Run 1, M1 wires:
Scale bar: 50 um. Cells faint in the background.
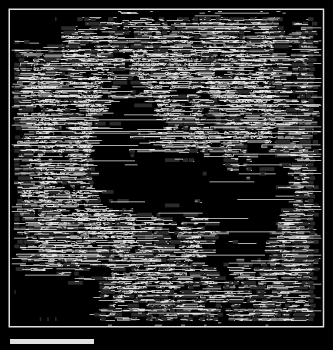
Run 1, met2 routing:
Cells faint in the background.
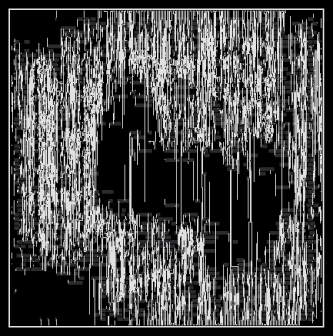
Run 1, metal 3:
Scale bar: 50 um. Cells faint in the background.
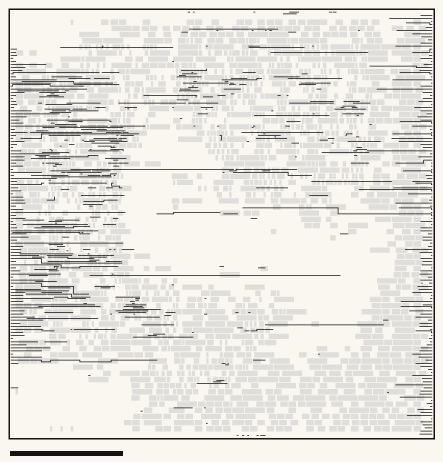
Run 1, placement view:
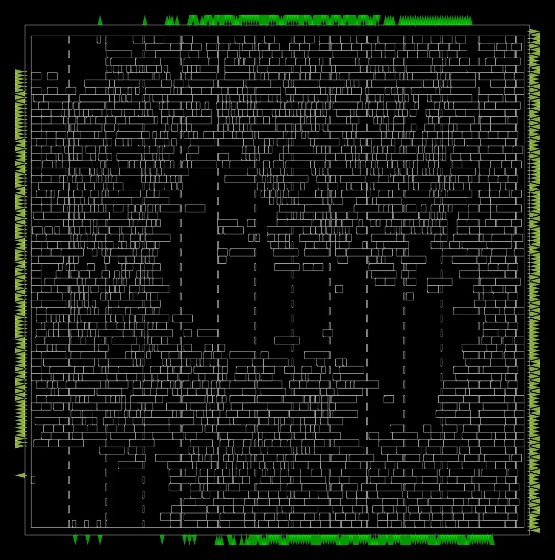
`src/rtl/lsu_pkg.sv`:
```
// lsu_pkg: shared definitions for the load/store unit.
//   - RV64 funct3 size/sign encodings
//   - LSU FSM state type
//   - access-latency limit and matching counter width
//   - size_mask(): byte-lane mask for an access size before lane shifting
package lsu_pkg;

   localparam logic [2:0] F3_B  = 3'b000;
   localparam logic [2:0] F3_H  = 3'b001;
   localparam logic [2:0] F3_W  = 3'b010;
   localparam logic [2:0] F3_D  = 3'b011;
   localparam logic [2:0] F3_BU = 3'b100;
   localparam logic [2:0] F3_HU = 3'b101;
   localparam logic [2:0] F3_WU = 3'b110;

   // LAT must lie in 1..LAT_MAX; the counter only ever holds LAT-1 downwards.
   localparam int unsigned LAT_MAX = 15;
   localparam int unsigned CNT_W   = 4;

   typedef enum logic [1:0] {
      IDLE,
      ACCESS,
      RESP
   } lsu_state_t;

   // funct3[1:0] encodes log2 of the access size in bytes.
   function automatic logic [7:0] size_mask(input logic [1:0] sz);
      case (sz)
         2'b00:   return 8'h01;
         2'b01:   return 8'h03;
         2'b10:   return 8'h0F;
         default: return 8'hFF;
      endcase
   endfunction

endpackage

```
`src/rtl/lsu_align.sv`:
```
// lsu_align: combinational alignment datapath of the LSU.
// Ports:
//   off        in   byte offset within the 8-byte word (addr[2:0])
//   funct3     in   RV64 size/sign encoding
//   is_load    in   op is a load
//   is_store   in   op is a store
//   wdata      in   LSB-justified store data
//   rdata      in   raw 8-byte word read from memory
//   err        out  misaligned, illegal funct3, or load+store both set
//   wmask      out  byte-lane write mask
//   wdata_lane out  store data shifted onto its byte lanes
//   rdata_ext  out  load data extracted from its lanes and extended
module lsu_align
   import lsu_pkg::*;
#(
   parameter int unsigned XLEN = 64
)
(
   input  logic [2:0]      off,
   input  logic [2:0]      funct3,
   input  logic            is_load,
   input  logic            is_store,
   input  logic [XLEN-1:0] wdata,
   input  logic [XLEN-1:0] rdata,
   output logic            err,
   output logic [7:0]      wmask,
   output logic [XLEN-1:0] wdata_lane,
   output logic [XLEN-1:0] rdata_ext
);

   logic            misalign;
   logic            illegal;
   logic [XLEN-1:0] shifted;

   always_comb begin
      case (funct3[1:0])
         2'b01:   misalign = off[0];
         2'b10:   misalign = |off[1:0];
         2'b11:   misalign = |off;
         default: misalign = 1'b0;
      endcase

      // 11x has no store form; 111 has no form at all.
      illegal = (funct3 == 3'b111)
             || (is_store && (funct3[2:1] == 2'b11))
             || (is_load && is_store);

      // Only memory ops can fault; a non-memory op passes straight through.
      err = (is_load || is_store) && (misalign || illegal);

      wmask      = size_mask(funct3[1:0]) << off;
      wdata_lane = wdata << {off, 3'b000};
      shifted    = rdata >> {off, 3'b000};

      case (funct3)
         F3_B:    rdata_ext = {{(XLEN-8){shifted[7]}},   shifted[7:0]};
         F3_H:    rdata_ext = {{(XLEN-16){shifted[15]}}, shifted[15:0]};
         F3_W:    rdata_ext = {{(XLEN-32){shifted[31]}}, shifted[31:0]};
         F3_BU:   rdata_ext = {{(XLEN-8){1'b0}},         shifted[7:0]};
         F3_HU:   rdata_ext = {{(XLEN-16){1'b0}},        shifted[15:0]};
         F3_WU:   rdata_ext = {{(XLEN-32){1'b0}},        shifted[31:0]};
         default: rdata_ext = shifted;
      endcase
   end

endmodule

```
`src/rtl/lsu_unit.sv`:
```
// lsu_unit: load/store unit between the execute stage and data memory.
// Accepts one op at a time, drives an 8-byte-aligned memory access held for
// LAT cycles, and returns extended load data (or an error) to writeback.
// Ports:
//   clk, rst_n                 clock, asynchronous active-low reset
//   in_valid/in_ready          op handshake from execute
//   in_addr, in_wdata          effective byte address, LSB-justified store data
//   in_funct3                  RV64 size/sign encoding
//   in_is_load, in_is_store    op kind
//   mem_raddr/mem_ren          aligned read address and read enable
//   mem_rdata                  read data from memory
//   mem_waddr/mem_wdata        aligned write address, lane-shifted store data
//   mem_wmask/mem_wen          byte-lane mask and single-cycle write strobe
//   out_valid/out_ready        result handshake to writeback
//   out_rdata, out_err         extended load data (0 for stores), error flag
module lsu_unit
   import lsu_pkg::*;
#(
   parameter int unsigned LAT  = 1,
   parameter int unsigned XLEN = 64
)
(
   input  logic            clk,
   input  logic            rst_n,
   input  logic            in_valid,
   output logic            in_ready,
   input  logic [XLEN-1:0] in_addr,
   input  logic [XLEN-1:0] in_wdata,
   input  logic [2:0]      in_funct3,
   input  logic            in_is_load,
   input  logic            in_is_store,
   output logic [XLEN-1:0] mem_raddr,
   input  logic [XLEN-1:0] mem_rdata,
   output logic            mem_ren,
   output logic [XLEN-1:0] mem_waddr,
   output logic [XLEN-1:0] mem_wdata,
   output logic [7:0]      mem_wmask,
   output logic            mem_wen,
   output logic            out_valid,
   input  logic            out_ready,
   output logic [XLEN-1:0] out_rdata,
   output logic            out_err
);

   lsu_state_t       state;
   logic [CNT_W-1:0] cnt;
   logic [2:0]       off_q;
   logic [2:0]       f3_q;
   logic             ld_q;
   logic             st_q;

   logic             a_ld;
   logic             a_st;
   logic [2:0]       a_off;
   logic [2:0]       a_f3;
   logic             al_err;
   logic [7:0]       al_wmask;
   logic [XLEN-1:0]  al_wdata;
   logic [XLEN-1:0]  al_rdata;

   assign in_ready = (state == IDLE);

   // One aligner serves both phases: while idle it screens the incoming op
   // and builds the store lanes; afterwards it extracts load data for the
   // captured op.
   always_comb begin
      a_off = in_ready ? in_addr[2:0] : off_q;
      a_f3  = in_ready ? in_funct3    : f3_q;
      a_ld  = in_ready ? in_is_load   : ld_q;
      a_st  = in_ready ? in_is_store  : st_q;
   end

   lsu_align #(
      .XLEN(XLEN)
   ) u_align (
      .off        (a_off),
      .funct3     (a_f3),
      .is_load    (a_ld),
      .is_store   (a_st),
      .wdata      (in_wdata),
      .rdata      (mem_rdata),
      .err        (al_err),
      .wmask      (al_wmask),
      .wdata_lane (al_wdata),
      .rdata_ext  (al_rdata)
   );

   always_ff @(posedge clk or negedge rst_n) begin
      if (!rst_n) begin
         state     <= IDLE;
         cnt       <= '0;
         off_q     <= '0;
         f3_q      <= '0;
         ld_q      <= 1'b0;
         st_q      <= 1'b0;
         mem_raddr <= '0;
         mem_waddr <= '0;
         mem_wdata <= '0;
         mem_wmask <= '0;
         mem_ren   <= 1'b0;
         mem_wen   <= 1'b0;
         out_valid <= 1'b0;
         out_rdata <= '0;
         out_err   <= 1'b0;
      end else begin
         case (state)
            IDLE: begin
               if (in_valid) begin
                  off_q <= in_addr[2:0];
                  f3_q  <= in_funct3;
                  ld_q  <= in_is_load;
                  st_q  <= in_is_store;
                  if (al_err) begin
                     state     <= RESP;
                     out_valid <= 1'b1;
                     out_err   <= 1'b1;
                     out_rdata <= '0;
                  end else if (!in_is_load && !in_is_store) begin
                     state     <= RESP;
                     out_valid <= 1'b1;
                     out_err   <= 1'b0;
                     out_rdata <= '0;
                  end else begin
                     state     <= ACCESS;
                     cnt       <= CNT_W'(LAT - 1);
                     mem_raddr <= {in_addr[XLEN-1:3], 3'b000};
                     mem_waddr <= {in_addr[XLEN-1:3], 3'b000};
                     mem_wdata <= al_wdata;
                     mem_wmask <= in_is_store ? al_wmask : 8'h00;
                     mem_ren   <= in_is_load;
                     mem_wen   <= in_is_store;
                  end
               end
            end

            ACCESS: begin
               // The write strobe only lives for the first access cycle.
               mem_wen <= 1'b0;
               if (cnt == '0) begin
                  state     <= RESP;
                  out_valid <= 1'b1;
                  out_err   <= 1'b0;
                  out_rdata <= ld_q ? al_rdata : '0;
                  mem_ren   <= 1'b0;
                  mem_wmask <= '0;
               end else begin
                  cnt <= cnt - 1'b1;
               end
            end

            RESP: begin
               if (out_ready) begin
                  state     <= IDLE;
                  out_valid <= 1'b0;
                  out_err   <= 1'b0;
               end
            end

            default: state <= IDLE;
         endcase
      end
   end

endmodule

```
`config.mk`:
```
export PLATFORM = sky130hd
export DESIGN_NAME = lsu_unit
export DESIGN_NICKNAME = d
export VERILOG_FILES = /design/src/rtl/lsu_pkg.sv /design/src/rtl/lsu_align.sv /design/src/rtl/lsu_unit.sv
export SDC_FILE = /design/constraint.sdc
export NUM_CORES = 1
export LEC_CHECK = 0
export CORE_AREA = 2 2 185 187
export CTS_CLUSTER_DIAMETER = 100
export DETAILED_ROUTE_END_ITERATION = 7
export DIE_AREA = 0 0 187 189
export HOLD_SLACK_MARGIN = 0.02
export PLACE_DENSITY = 0.77
export SYNTH_ARGS = -nofsm -noshare
export SYNTH_HDL_FRONTEND = slang
export SYNTH_SLANG_ARGS = --single-unit
```
`constraint.sdc`:
```
create_clock -name clk -period 3.5 [get_ports clk]
set_input_delay 1.05 -clock clk [delete_from_list [all_inputs] [get_ports clk]]
set_output_delay 1.05 -clock clk [all_outputs]
set_load 0.03 [all_outputs]
```
==> out/qor.yml, run 1 <==
synth:
  yosys.area.top_type: "dfrtp_1"
  synth_area_per_cell_um2: 8.95
  ys_top_logic_family: "AND-OR/OR-AND gates"
  syn_inst: 1423
  ys.warnings.count: 0
  synth.area.top_cells: "dfrtp_1 (42%), nand2_1 (11%), mux2_4 (5.7%)"
  synthTopCellsByCount: "nand2_1 (365), dfrtp_1 (215), o21ai_0 (114)"
  ys_types: 65
  ys_async_sr_fraction_pct: 100
  ys_sh_aoi_pct: 17.0
  ff_type: "dfrtp_1"
  ys_cells: 1423
  netlist_area_um2: 12700
  yosysSeqAreaShare_pct: 42.3
  edf_count: 0
  ys_sh_adder_pct: 0.590
  yosys.area_share.simple_pct: 16.9
  top_cell: "nand2_1"
  ys_ff: 215
  xor_area_share_pct: 0
  synth.top_cell.area_share_pct: 42.3
  yosys_area_um2: 12700
  mux_share_pct: 15.0
finish:
  area_growth_pct: 48.2
  lay_top_count: "clkdlybuf4s50_1"
  lay_top_cells: "clkdlybuf4s50_1 (461), nand2_1 (365), dfrtp_1 (215), o21ai_0 (114), a21oi_1 (82)"
  fin_nets: 2043
  clkbuf_count: 36
  nonClkBufAreaFrac_pct: 29.5
  combGateArea_um2: 6390
  regArea_um2: 5380
  fin_util_pct: 56.7
  seq_share_pct: 28.5
  clk_share_pct: 4.85
  stdcell_area_um2: 18900
  nMultiInputCombCells: 1026
  num_antenna_cells: 1
  inverters: 12
  n_all_buffers: 554
  largest_class: "logic gates"
  fin_cells: 2303
  comb_share_pct: 33.9
setup_path:
  path_cells: "inv_1, ha_2, buf_4, mux2i_4, nand2_1, o221a_2, o21ai_0, o31ai_4, buf_12, o21ai_0"
  cp_data_required_time_ns: 3.94
  crit_start: "state[0]$_DFFE_PN0P_"
  critPathMaxStageDelay_ns: 0.52
  crit_buf_inv: 3
  critPathMostFrequentCell: "o21ai_0"
  worstSetupEndpoint: "out_rdata[35]$_DFFE_PN0P_"
  cp_max_fo: 32
  startpoint_type: "flip-flop"
  rr_endpoint: "out_rdata[35]$_DFFE_PN0P_"
  crit_arrival_ns: 3.73
  reg2reg_slack_ns: 0.21
  worstSetupEndpointType: "flip-flop"
  ff2ff_path_depth: 10
  reg2reg_from: "state[0]$_DFFE_PN0P_"
  crit_family: "AND-OR/OR-AND gates"
  cp.depth: 10
  slowest_stage: "mux2i_4"
  critPathKind: "flip-flop to flip-flop"
clock_tree:
  htreeDepth: 1
  cts_tree: "built"
  cts.clk_slew.worst_paths_ns: 0.06
  holdBufCountCts: 0
  clk_latency_ns: 0.54
  post_cts_resized: 0
  cts_setup_buffers: 0
  clock-root-buffer: "clkbuf_16"
  clockBufferDepth: 3
  numClockSinks: 215
  numCtsBuffers: 27
timing:
  hold_viol_final: 0
  rsz0062_at_grt: "false"
  fin_ws_ns: 0.210
  tightestPinTransition_ns: 0.703
  setup_viol: 0
  skew_ns: 0.00931
  final.setup.tns_ns: 0
  fin_crit_ns: 3.29
  drv_slew: 0
  relSlewSlack_pct: 53.0
  holdWs_ns: 0.478
  post-route-period-util_pct: 94.0
placed_design:
  dp.cells: 2255
  port_buffers: 463
  place_congestion: 0.928
  placed_area_um2: 17900
  dp_hpwl_um: 37700
  place_ws_ns: -0.0779
global_routing:
  grt_max_degree: 93
  busiest_layer: "met2"
  grt_usage_pct: 27.8
  overflow: 0
  grt_pass1_wl_um: 77300
  grt_pass1_vias: 12900
  antenna_found_initial: 3
  grt_use_met2_pct: 48.5
drt:
  dr.pass1.iters: 5
  drcViolationCount: 0
  drt-met1-wl_um: 18500
  drt_iter0_markers: 1158
  wl_met2_um: 24700
  wl_per_cell_um: 21.9
  wl_met3_um: 4710
  vias_per_cell: 5.59
  ant_nets: 0
min_path:
  hold_path_end: "out_rdata[36]$_DFFE_PN0P_"
  hold_path_depth: 2
  hp-start: "out_rdata[36]$_DFFE_PN0P_"
floorplan:
  ios: 470
  chipHeight_um: 189
  rows: 67
  initCoreUtil_pct: 38.3
  taps: 448
  core_area_um2: 33300
power_and_ir_drop:
  clkPwrFrac_pct: 14.2
  ir_drop_mv: 0.592
  power_leakage_nw: 8.46
  switching_share_pct: 47.7
  power.density_nw_per_um2: 1070
  finalPower_mw: 20.3
  p_comb_share_pct: 64.8
  internal_power_mw: 10.6
  pwr-share-seq_pct: 21.0
  p_sw_mw: 9.68
run_status:
  outcome: "complete, no violations"
run:
  maxCapViolations: 0
  tool_warnings: 30
-- 'M1 wires' (at the start) --
wire length on this layer	18,500 um
share of all routed wire	37%
longest straight run	67.6 um
total vias in the final route: 12,900
met1 usage: 32.5%
WL final: 50,500 um

-- 'met2 routing' (at the start) --
longest straight run	92.6 um
share of all routed wire	49%
main direction	vertical
wire length on this layer	24.7 mm
nets with wire on the layer	1,780

-- 'metal 3' (at the start) --
nets with wire on the layer	408
main direction	horizontal
met3 Usage GRT: 6.23%

-- 'placement view' (at the start) --
flop count: 215
Filler cells: 2,904

==> run 1: flip-flops by register name (all words and copies together), names as in the netlist <==
register,count
cnt,4
f3_q,3
ld_q,1
mem_ren,1
mem_waddr,61
mem_wdata,64
mem_wen,1
mem_wmask,8
off_q,3
out_err,1
out_rdata,64
out_valid,1
st_q,1
state,2
==> run 1: power groups by stage <==
stage / combinational, mW / sequential [mW] / clock (mW)
floorplan: 6.54 / 5.74 / 0
global placement: 12.8 / 4.24 / 0
detailed placement: 13.0 / 4.26 / 0
CTS: 13.1 / 4.25 / 2.94
global route: 13.9 / 4.36 / 3.05
finish: 13.1 / 4.26 / 2.88
==> run 1: tightest hold or removal path, stage by stage, from the launching register on <==
cell and delay (ns):
dfrtp_1 0.34, nand2_1 0.04, o21ai_0 0.06
--- run 2 (diff from run 1) ---
--- a/config.mk
+++ b/config.mk
@@ -10,7 +10,7 @@
 export DETAILED_ROUTE_END_ITERATION = 7
 export DIE_AREA = 0 0 187 189
 export HOLD_SLACK_MARGIN = 0.02
-export PLACE_DENSITY = 0.77
+export PLACE_DENSITY = 0.81
 export SYNTH_ARGS = -nofsm -noshare
 export SYNTH_HDL_FRONTEND = slang
 export SYNTH_SLANG_ARGS = --single-unit
==> run 2 against run 1 <==
  * Combinational power hardly changed
  * Routed wire length increased by 1.2%
  * Flip-flop count did not move
  * Maximum frequency up 6.0%
  * Via count up 1.4%
  * Synthesized cell count unchanged
  * Critical path type is now input pin to flip-flop
  * Cell area increased by 0.23%
==> out/qor.yml, run 2 <==
power_and_ir_drop:
  internal_power_mw: 10.5
  p_comb_share_pct: 65.4
  clk-power_mw: 2.76
  pwr-share-seq_pct: 20.9
  p_sw_mw: 9.67
  ir_drop_mv: 0.533
  finalPower_mw: 20.2
  power.density_nw_per_um2: 1070
  pg_comb_mw: 13.2
  top_power_group: "combinational cells"
  power_leakage_nw: 8.48
  switching_share_pct: 47.8
  clkPwrFrac_pct: 13.6
run:
  maxCapViolations: 0
  tool_warnings: 30
global_routing:
  antenna_found_initial: 1
  grtUsageMet3_pct: 5.75
  grt_max_degree: 88
  use_met1_pct: 32.0
  busiest_layer: "met2"
  grt_use_met2_pct: 48.6
  grt_usage_pct: 27.7
  overflow: 0
  grt_pass1_vias: 12900
  grt_pass1_wl_um: 77200
clock_tree:
  holdBufCountCts: 0
  clock-root-buffer: "clkbuf_16"
  post_cts_resized: 0
  clockBufferDepth: 3
  cts_setup_buffers: 0
  numCtsBuffers: 26
  htreeDepth: 1
  numClockSinks: 215
  cts.clk_slew.worst_paths_ns: 0.06
  clk_latency_ns: 0.54
  cts_tree: "built"
finish:
  lay_top_cells: "clkdlybuf4s50_1 (461), nand2_1 (365), dfrtp_1 (215), o21ai_0 (114), a21oi_1 (82)"
  lay_top_count: "clkdlybuf4s50_1"
  fin_nets: 2049
  layout-drive-gt1-share_pct: 13.4
  nFillCells: 2824
  stdcell_area_um2: 18900
  top_regs: "mem_wdata x64, out_rdata x64, mem_waddr x61"
  fin_cells: 2312
  area_growth_pct: 48.5
setup_path:
  slowest_stage: "clkdlybuf4s50_1"
  path_cells: "clkdlybuf4s50_1, nor3b_4, o211ai_1, a21o_1, or4_4, buf_12, buf_4, nand2_1, o21ai_0"
  startpoint_type: "input pin"
  reg2reg_from: "state[0]$_DFFE_PN0P_"
  crit_arrival_ns: 3.51
  rr_endpoint: "mem_wdata[58]$_DFFE_PN0P_"
  ff2ff_path_depth: 11
  critPathKind: "input pin to flip-flop"
  critPathMaxStageDelay_ns: 0.57
  crit_family: "buffers and inverters"
  worstSetupEndpointType: "flip-flop"
  crit_buf_inv: 3
  worstSetupEndpoint: "mem_wdata[58]$_DFFE_PN0P_"
  cp.depth: 9
  reg2reg_slack_ns: 0.51
  cp_data_required_time_ns: 3.91
  cp_max_fo: 81
  crit_start: "in_addr[0]"
timing:
  rsz0062_at_grt: "false"
  setup_viol: 0
  fin_ws_ns: 0.395
  fmax_mhz: 322
  relSlewSlack_pct: 51.2
  post-route-period-util_pct: 88.7
  hold_viol_final: 0
  drv_slew: 0
  skew_ns: 0.0196
  final.setup.tns_ns: 0
  fin_crit_ns: 3.10
  holdWs_ns: 0.475
  tightestPinTransition_ns: 0.731
drt:
  drt_iter0_markers: 1277
  dr.pass1.iters: 5
  wl_um: 51100
  wl_met2_um: 24800
  vias_per_cell: 5.64
  drcViolationCount: 0
  wl_met3_um: 4550
  ant_nets: 0
  wl_per_cell_um: 22.1
  drt-met1-wl_um: 18700
  vias: 13100
  top_layer_used: "met4"
floorplan:
  die_x_um: 187
  ios: 470
  chipHeight_um: 189
  initCoreUtil_pct: 38.3
  rows: 67
  core_area_um2: 33300
  die_area_um2: 35300
synth:
  yosysSeqAreaShare_pct: 42.3
  ff_type: "dfrtp_1"
  ys_async_sr_fraction_pct: 100
  synth.area.top_cells: "dfrtp_1 (42%), nand2_1 (11%), mux2_4 (5.7%)"
  synthTopCellsByCount: "nand2_1 (365), dfrtp_1 (215), o21ai_0 (114)"
  edf_count: 0
  top_cell: "nand2_1"
  yosys.area.top_type: "dfrtp_1"
  yosys_area_um2: 12700
  synth_area_per_cell_um2: 8.95
  syn_inst: 1423
  ys_types: 65
  ys_cells: 1423
  ys_ff: 215
  ys.warnings.count: 0
  synth.top_cell.area_share_pct: 42.3
  netlist_area_um2: 12700
min_path:
  hold_path_depth: 1
  hp-start: "out_rdata[15]$_DFFE_PN0P_"
  hold_path_end: "out_rdata[15]$_DFFE_PN0P_"
  min_path_type: "flip-flop to flip-flop"
placed_design:
  dp_hpwl_um: 38100
  dp.cells: 2262
  placed_area_um2: 18000
  place_congestion: 0.990
  port_buffers: 463
  place_ws_ns: -0.0769
run_status:
  outcome: "complete, no violations"
==> run 2: cell counts after synthesis <==
Identical to the previous run, type by type.
==> run 2: cell type report <==
class	count	area, um2	area share [%]
clock buffer	33	738	3.90
sequential	215	5380	28.4
antenna	2	5.00	0.0265
multi-input combinational	1026	6390	33.8
clock inverter	15	143	0.754
timing repair buffer	561	5650	29.9
inverter	12	45.0	0.238
tap	448	561	2.96
==> run 2: logic make-up (layout without fill, tap and decap cells) <==
family	count (synthesis)	after routing	synth area share, %
adder cells (fa/ha/maj)	6	6	0.590
other	1	8	0.0295
flip-flops	215	215	42.3
multiplexers	153	153	15.0
buffers and inverters	187	621	8.24
AND/OR/NAND/NOR	518	518	16.9
AND-OR/OR-AND	343	343	17.0
Run 2, register map, names as in the netlist:
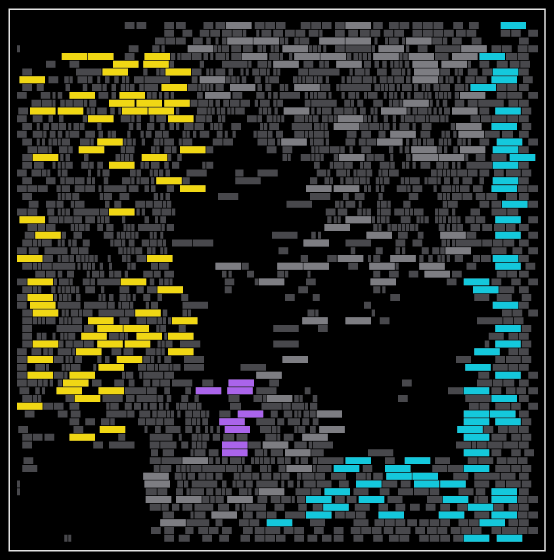
name in the netlist	colour	sequential cells
`mem_wmask`	purple	8
`mem_waddr`	cyan	61
`out_rdata`	yellow	64
not coloured	82
flop share of the area: 28.4%
Core Util, Final: 56.8%
sequential cell power: 4.23 mW
Reg area: 5380 um2

Run 2, metal 3:
Scale bar: 50 um. Cells faint in the background.
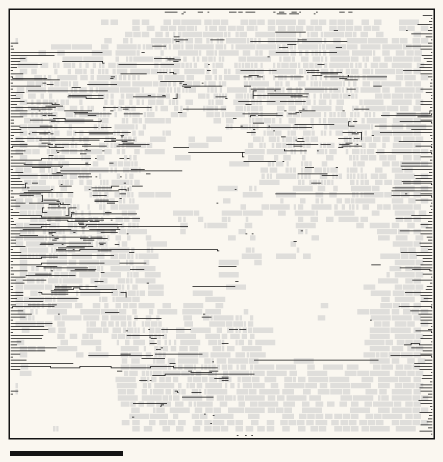
longest straight run	60.7 um
main direction	horizontal

--- run 3 (diff from run 2) ---
--- a/config.mk
+++ b/config.mk
@@ -11,6 +11,7 @@
 export DIE_AREA = 0 0 187 189
 export HOLD_SLACK_MARGIN = 0.02
 export PLACE_DENSITY = 0.81
+export SLEW_MARGIN = 5
 export SYNTH_ARGS = -nofsm -noshare
 export SYNTH_HDL_FRONTEND = slang
 export SYNTH_SLANG_ARGS = --single-unit
==> run 3 against run 2 <==
  * Area after synthesis stayed put
  * Hold slack is the same
  * Global-route usage unchanged
  * Routed wire length did not move
  * Critical path depth stayed put
  * Cell area is the same
  * First-iteration DRC count stayed put
  * Combinational power about the same
  * Die size unchanged
  * Largest cell class unchanged
  * Largest power group unchanged
==> out/qor.yml, run 3 <==
finish:
  n_all_buffers: 561
  top_regs: "mem_wdata x64, out_rdata x64, mem_waddr x61"
  clk_share_pct: 4.66
  combGateArea_um2: 6390
  lay_top_cells: "clkdlybuf4s50_1 (461), nand2_1 (365), dfrtp_1 (215), o21ai_0 (114), a21oi_1 (82)"
  fin_nets: 2049
  lay_top_count: "clkdlybuf4s50_1"
  inverters: 12
  nonClkBufAreaFrac_pct: 29.9
  area_growth_pct: 48.5
  seq_cells: 215
  layout-drive-gt1-share_pct: 13.4
  fin_cells: 2312
  nFillCells: 2824
  comb_share_pct: 33.8
  seq_share_pct: 28.4
  fin_util_pct: 56.8
  nMultiInputCombCells: 1026
synth:
  top_cell: "nand2_1"
  synth_area_per_cell_um2: 8.95
  ys.warnings.count: 0
  yosys_area_um2: 12700
  yosysSeqAreaShare_pct: 42.3
  mux_share_pct: 15.0
  ys_ff: 215
  ff_type: "dfrtp_1"
  ys_types: 65
  ys_async_sr_fraction_pct: 100
  ys_sh_aoi_pct: 17.0
  synth.top_cell.area_share_pct: 42.3
  edf_count: 0
  synthTopCellsByCount: "nand2_1 (365), dfrtp_1 (215), o21ai_0 (114)"
  ys_top_logic_family: "AND-OR/OR-AND gates"
global_routing:
  use_met1_pct: 32.0
  grt_pass1_vias: 12900
  grt_use_met2_pct: 48.6
  grt_max_degree: 88
  grt_pass1_wl_um: 77200
  busiest_layer: "met2"
  grtUsageMet3_pct: 5.75
  antenna_found_initial: 1
drt:
  vias_per_cell: 5.64
  wl_met2_um: 24800
  wl_met3_um: 4550
  ant_nets: 0
  vias: 13100
  drt-met1-wl_um: 18700
  top_layer_used: "met4"
  dr.pass1.iters: 5
setup_path:
  ff2ff_path_depth: 11
  reg2reg_from: "state[0]$_DFFE_PN0P_"
  worstSetupEndpoint: "mem_wdata[58]$_DFFE_PN0P_"
  startpoint_type: "input pin"
  crit_family: "buffers and inverters"
  crit_start: "in_addr[0]"
  cp.depth: 9
  path_cells: "clkdlybuf4s50_1, nor3b_4, o211ai_1, a21o_1, or4_4, buf_12, buf_4, nand2_1, o21ai_0"
  slowest_stage: "clkdlybuf4s50_1"
  crit_buf_inv: 3
  crit_arrival_ns: 3.51
  worstSetupEndpointType: "flip-flop"
  critPathKind: "input pin to flip-flop"
  critPathMaxStageDelay_ns: 0.57
  cp_max_fo: 81
placed_design:
  dp.cells: 2262
  place_ws_ns: -0.0769
  port_buffers: 463
  place_congestion: 0.990
  dp_hpwl_um: 38100
timing:
  rsz0062_at_grt: "false"
  setup_viol: 0
  tightestPinTransition_ns: 0.731
  relSlewSlack_pct: 51.2
  final.setup.tns_ns: 0
  skew_ns: 0.0196
  drv_slew: 0
  fin_crit_ns: 3.10
floorplan:
  taps: 448
  initCoreUtil_pct: 38.3
  die_area_um2: 35300
  core_area_um2: 33300
clock_tree:
  holdBufCountCts: 0
  clock-root-buffer: "clkbuf_16"
  numCtsBuffers: 26
  htreeDepth: 1
  cts.clk_slew.worst_paths_ns: 0.06
  cts_setup_buffers: 0
  clk_latency_ns: 0.54
power_and_ir_drop:
  clkPwrFrac_pct: 13.6
  clk-power_mw: 2.76
  internal_power_mw: 10.5
  ir_drop_mv: 0.533
  power_leakage_nw: 8.48
  p_sw_mw: 9.67
min_path:
  min_path_type: "flip-flop to flip-flop"
run:
  maxCapViolations: 0
  tool_warnings: 30
run_status:
  outcome: "complete, no violations"
-- run 3: worst min path at each step --
stage                              start                         to  slack, ns  cells past startpoint
3_5_place_dp   out_rdata[15]$_DFFE_PN0P_  out_rdata[15]$_DFFE_PN0P_       0.46                      1
6_report       out_rdata[15]$_DFFE_PN0P_  out_rdata[15]$_DFFE_PN0P_       0.48                      1
3_3_place_gp   out_rdata[15]$_DFFE_PN0P_  out_rdata[15]$_DFFE_PN0P_       0.46                      1
4_1_cts        out_rdata[15]$_DFFE_PN0P_  out_rdata[15]$_DFFE_PN0P_       0.48                      1
2_1_floorplan         cnt[3]$_DFFE_PN0P_         cnt[3]$_DFFE_PN0P_       0.49                      1
5_1_grt        out_rdata[15]$_DFFE_PN0P_  out_rdata[15]$_DFFE_PN0P_       0.49                      1
Run 3, M1 wires:
Scale bar: 50 um. Cells faint in the background.
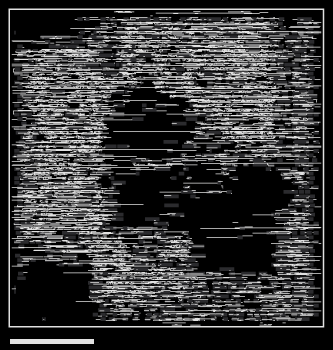
longest straight run	60.3 um
main direction	horizontal
share of all routed wire	37%
nets with wire on the layer	1,809

Run 3, met2 routing:
Cells faint in the background.
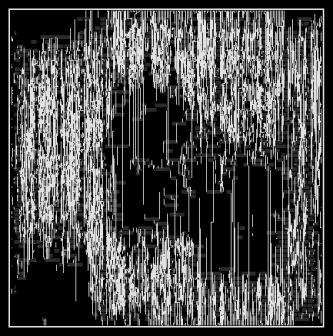
wire length on this layer	24.8 mm
share of all routed wire	49%
main direction	vertical

Power and IR drop assume default switching activity.
